### Wiring by layer

Drawn at 4 px/um. Two of the layers only.
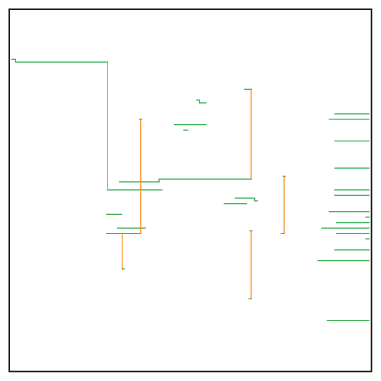
### Sequential cells colored by netlist name

Drawn at 4 px/um. Other sequential cells in the stronger gray, the rest of the logic in the fainter gray.
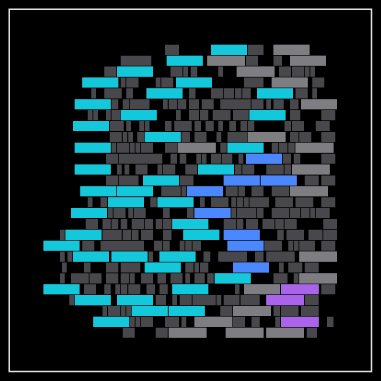
<file path="src/rtl/tricolor_pwm_ctrl.sv">
// tricolor_pwm_ctrl: debounced two-button colour/brightness controller
// driving an active-low RGB LED with one shared PWM period.
module tricolor_pwm_ctrl #(
  parameter int unsigned DEBOUNCE_CYCLES = 270000,
  parameter int unsigned PWM_BITS        = 8,
  parameter int unsigned BRIGHT_STEP     = 64
) (
  input  logic                i_clk,
  input  logic                i_rst_n,
  input  logic                i_btn_a,
  input  logic                i_btn_b,
  output logic                o_led_r,
  output logic                o_led_g,
  output logic                o_led_b,
  output logic [2:0]          o_state,
  output logic [PWM_BITS-1:0] o_duty
);

  localparam int unsigned          NUM_BTN  = 2;
  localparam int unsigned          DB_W     = $clog2(DEBOUNCE_CYCLES + 1);
  localparam logic [DB_W-1:0]      DB_LAST  = DB_W'(DEBOUNCE_CYCLES - 1);
  localparam logic [PWM_BITS-1:0]  DUTY_MAX = '1;
  localparam logic [PWM_BITS:0]    STEP_EXT = (PWM_BITS + 1)'(BRIGHT_STEP);
  localparam logic [PWM_BITS-1:0]  STEP_VAL = PWM_BITS'(BRIGHT_STEP);

  typedef enum logic [2:0] {
    ST_OFF   = 3'd0,
    ST_RED   = 3'd1,
    ST_GREEN = 3'd2,
    ST_BLUE  = 3'd3,
    ST_WHITE = 3'd4
  } state_t;

  // Index 0 is button A, index 1 is button B.
  logic [NUM_BTN-1:0] w_btn_raw;
  logic [NUM_BTN-1:0] r_sync1;
  logic [NUM_BTN-1:0] r_sync2;
  logic [NUM_BTN-1:0] r_stable;
  logic [NUM_BTN-1:0] r_stable_d;
  logic [NUM_BTN-1:0] r_press;
  logic [DB_W-1:0]    r_db_cnt [NUM_BTN];

  state_t             r_state;
  state_t             w_state_next;
  logic               w_en_r;
  logic               w_en_g;
  logic               w_en_b;

  logic [PWM_BITS-1:0] r_duty_next;
  logic [PWM_BITS-1:0] r_duty;
  logic [PWM_BITS-1:0] r_cnt;
  logic [PWM_BITS:0]   w_duty_sum;
  logic [PWM_BITS-1:0] w_duty_bumped;
  logic                w_lit;

  logic r_led_r;
  logic r_led_g;
  logic r_led_b;

  assign w_btn_raw = {i_btn_b, i_btn_a};

  // Two-flop synchronizers; released level (1) out of reset.
  always_ff @(posedge i_clk or negedge i_rst_n) begin
    if (!i_rst_n) begin
      r_sync1 <= '1;
      r_sync2 <= '1;
    end else begin
      r_sync1 <= w_btn_raw;
      r_sync2 <= r_sync1;
    end
  end

  // Debounce: a new level is accepted only after holding for DEBOUNCE_CYCLES cycles.
  always_ff @(posedge i_clk or negedge i_rst_n) begin
    if (!i_rst_n) begin
      r_stable <= '1;
      for (int i = 0; i < NUM_BTN; i++) begin
        r_db_cnt[i] <= '0;
      end
    end else begin
      for (int i = 0; i < NUM_BTN; i++) begin
        if (r_sync2[i] == r_stable[i]) begin
          r_db_cnt[i] <= '0;
        end else if (r_db_cnt[i] == DB_LAST) begin
          r_stable[i] <= r_sync2[i];
          r_db_cnt[i] <= '0;
        end else begin
          r_db_cnt[i] <= r_db_cnt[i] + DB_W'(1);
        end
      end
    end
  end

  // One-cycle press pulse on an accepted 1->0 transition only.
  always_ff @(posedge i_clk or negedge i_rst_n) begin
    if (!i_rst_n) begin
      r_stable_d <= '1;
      r_press    <= '0;
    end else begin
      r_stable_d <= r_stable;
      r_press    <= r_stable_d & ~r_stable;
    end
  end

  // Colour state register.
  always_ff @(posedge i_clk or negedge i_rst_n) begin
    if (!i_rst_n) begin
      r_state <= ST_OFF;
    end else begin
      r_state <= w_state_next;
    end
  end

  // Colour next-state and channel enables; illegal codes fall back to OFF.
  always_comb begin
    w_state_next = r_state;
    w_en_r       = 1'b0;
    w_en_g       = 1'b0;
    w_en_b       = 1'b0;
    case (r_state)
      ST_OFF: begin
        if (r_press[0]) w_state_next = ST_RED;
      end
      ST_RED: begin
        w_en_r = 1'b1;
        if (r_press[0]) w_state_next = ST_GREEN;
      end
      ST_GREEN: begin
        w_en_g = 1'b1;
        if (r_press[0]) w_state_next = ST_BLUE;
      end
      ST_BLUE: begin
        w_en_b = 1'b1;
        if (r_press[0]) w_state_next = ST_WHITE;
      end
      ST_WHITE: begin
        w_en_r = 1'b1;
        w_en_g = 1'b1;
        w_en_b = 1'b1;
        if (r_press[0]) w_state_next = ST_OFF;
      end
      default: begin
        w_state_next = ST_OFF;
      end
    endcase
  end

  // Brightness step with carry detection; an overflow restarts at one step, never 0.
  always_comb begin
    w_duty_sum    = {1'b0, r_duty_next} + STEP_EXT;
    w_duty_bumped = w_duty_sum[PWM_BITS] ? STEP_VAL : w_duty_sum[PWM_BITS-1:0];
  end

  // Pending duty, updated on each button-B press.
  always_ff @(posedge i_clk or negedge i_rst_n) begin
    if (!i_rst_n) begin
      r_duty_next <= DUTY_MAX;
    end else if (r_press[1]) begin
      r_duty_next <= w_duty_bumped;
    end
  end

  // Free-running PWM counter; active duty only reloads at the period wrap.
  always_ff @(posedge i_clk or negedge i_rst_n) begin
    if (!i_rst_n) begin
      r_cnt  <= '0;
      r_duty <= DUTY_MAX;
    end else begin
      r_cnt <= r_cnt + PWM_BITS'(1);
      if (r_cnt == DUTY_MAX) begin
        r_duty <= r_duty_next;
      end
    end
  end

  assign w_lit = (r_cnt < r_duty);

  // Registered active-low LED drive.
  always_ff @(posedge i_clk or negedge i_rst_n) begin
    if (!i_rst_n) begin
      r_led_r <= 1'b1;
      r_led_g <= 1'b1;
      r_led_b <= 1'b1;
    end else begin
      r_led_r <= ~(w_en_r & w_lit);
      r_led_g <= ~(w_en_g & w_lit);
      r_led_b <= ~(w_en_b & w_lit);
    end
  end

  assign o_led_r = r_led_r;
  assign o_led_g = r_led_g;
  assign o_led_b = r_led_b;
  assign o_state = r_state;
  assign o_duty  = r_duty;

endmodule

</file>
<file path="config.mk">
export PLATFORM = sky130hd
export DESIGN_NAME = tricolor_pwm_ctrl
export DESIGN_NICKNAME = d
export VERILOG_FILES = /design/src/rtl/tricolor_pwm_ctrl.sv
export SDC_FILE = /design/constraint.sdc
export NUM_CORES = 1
export LEC_CHECK = 0
export CAP_MARGIN = 20
export CORE_MARGIN = 8
export CORE_UTILIZATION = 59
export DETAILED_ROUTE_END_ITERATION = 12
export PLACE_DENSITY = 0.79
export SYNTH_ARGS = -nofsm -noshare
export SYNTH_HDL_FRONTEND = slang
export SYNTH_SLANG_ARGS = --single-unit
export TNS_END_PERCENT = 50
</file>
<file path="constraint.sdc">
create_clock -name i_clk -period 2.2 [get_ports i_clk]
set_input_delay 0.66 -clock i_clk [delete_from_list [all_inputs] [get_ports i_clk]]
set_output_delay 0.66 -clock i_clk [all_outputs]
set_load 0.005 [all_outputs]
</file>
==> results_slide.txt <==
Key Metrics from the Run

Clocking
  • CTS sink count: 68
  • Post-CTS clock slew at the launch and capture registers of the worst setup and hold paths: 0.07 ns
  • Post CTS Setup Buffer Count: 0
  • Clock Path Buffers: 2

Final timing
  • Final worst-path cycle share: 96.3%
  • Endpoints failing setup: 0
  • Shortest clock period the worst path allows after layout: 2.12 ns
  • Final number of max-transition violations: 0

Layout
  • Relative area change from synthesis to final layout: 14.2%
  • Clock Buffer Count: 11
  • Post-Route Utilization: 68.6%
  • Biggest cell category by area in the final layout: flip-flops and latches
  • Non-clock inverters: 9
  • Number of multi-input combinational cells: about 210
  • Share of cells above drive strength 1: between 10% and 20%
  • Fillcell total: 414

Logic synthesis
  • Flip-flop and latch count after synthesis: 68
  • Number of synthesized flops with an enable pin: 0
  • Top area cells in the synthesized netlist: sky130_fd_sc_hd__dfrtp_1 39%, sky130_fd_sc_hd__dfstp_2 14%, sky130_fd_sc_hd__xor2_1 5.9%
  • Count leader, synth: sky130_fd_sc_hd__dfrtp_1
  • Avg Cell Area, Syn: 10.9 sq um
  • Number of warnings printed during yosys synthesis: 0
  • XORs/XNORs by Area: 10.8%

Outcome
  • Run status: completed

Die
  • Chip area: 8140 sq um
  • Top-level I/O count: 18
  • Core Box Area: ~5400 sq um

Drt
  • Via count: 2,227
  • WL per Instance: 14.3 um

Global route
  • Antenna violations before repair: 0

Critical path
  • Delay of the slowest critical-path stage: 0.60 ns
  • Largest delay contributor family on the critical path: flip-flops
  • Highest fanout seen on the critical path: 9
  • Depth of the worst register-to-register path: 5
  • Worst R2R Start: r_db_cnt[19]
  • Cell-by-cell listing of the critical path: clkdlybuf4s50_1

Flow run
  • Total number of warnings across the stage logs: 27
  • Count of max-cap constraint violations: 0
## Picture notes: 'Wiring by layer'
- metal 3: green (wire length 241 um)
- metal 4: orange (wire length 123 um)

## Picture notes: 'Sequential cells colored by netlist name'
- r_duty_next: purple (sequential cells 3)
- r_cnt: blue (sequential cells 8)
- r_db_cnt: cyan (sequential cells 38)
- not colored: 19

## sequential cells by signal, summed over array words and instances, names as in the netlist, 2 cells and up
register     count
r_duty_next      3
r_stable         2
o_duty           3
r_db_cnt        38
o_state          3
r_press          2
r_cnt            8
r_sync2          2
r_sync1          2
r_stable_d       2
## logic make-up after synthesis
logic type,count (synthesis)
simple gates,124
flops,68
xor+xnor,40
compound gates,26
buf+inv,21
fa+ha+maj,12
mux,6
## power by group
group	total [mW]	internal [mW]	switching, mW
Clock	1.12	0.664	0.451
Combinational	0.0705	0.0244	0.0460
Sequential	1.28	1.27	0.0117
Total	2.46	1.96	0.509
## placed cells by master (no fill, tap or decap), drive strengths merged, types with 8 or more instances in the layout
master         instances
dfrtp                 51
clkbuf                11
inv                    9
o21ai                  8
dfstp                 17
nand2                 12
a21oi                  9
xor2                  22
nor2                  43
nand4                 10
ha                    12
xnor2                 18
clkdlybuf4s50         16
nand3                 20
## worst register-to-register path, stage by stage (launching register included)
cell                      delay, ns
sky130_fd_sc_hd__dfrtp_1       0.40
sky130_fd_sc_hd__ha_1          0.27
sky130_fd_sc_hd__nand4_4       0.19
sky130_fd_sc_hd__or3_4         0.42
sky130_fd_sc_hd__or3_1         0.32
sky130_fd_sc_hd__a21oi_1       0.15
## per-stage QoR
step	area [sq um]	setup slack, ns	total power [mW]	hold WS, ns
global route	3710	0.0223	2.55	0.346
finish	3710	0.0825	2.46	0.309
detailed placement	3490	0.388	1.37	0.348
CTS	3710	0.0475	2.49	0.311
floorplan	3250	0.504	1.33	0.345
global placement	3490	0.453	1.37	0.345
## routing by layer
layer / routed length (um) / GRT usage, % / part of all wire (%)
met5: 0 / 0 / 0
met4: 123 / 8.60 / 2.2
met3: 240 / 3.82 / 4.2
met2: 2730 / 24.6 / 48
met1: 2550 / 18.5 / 45
Power and IR drop assume default switching activity.
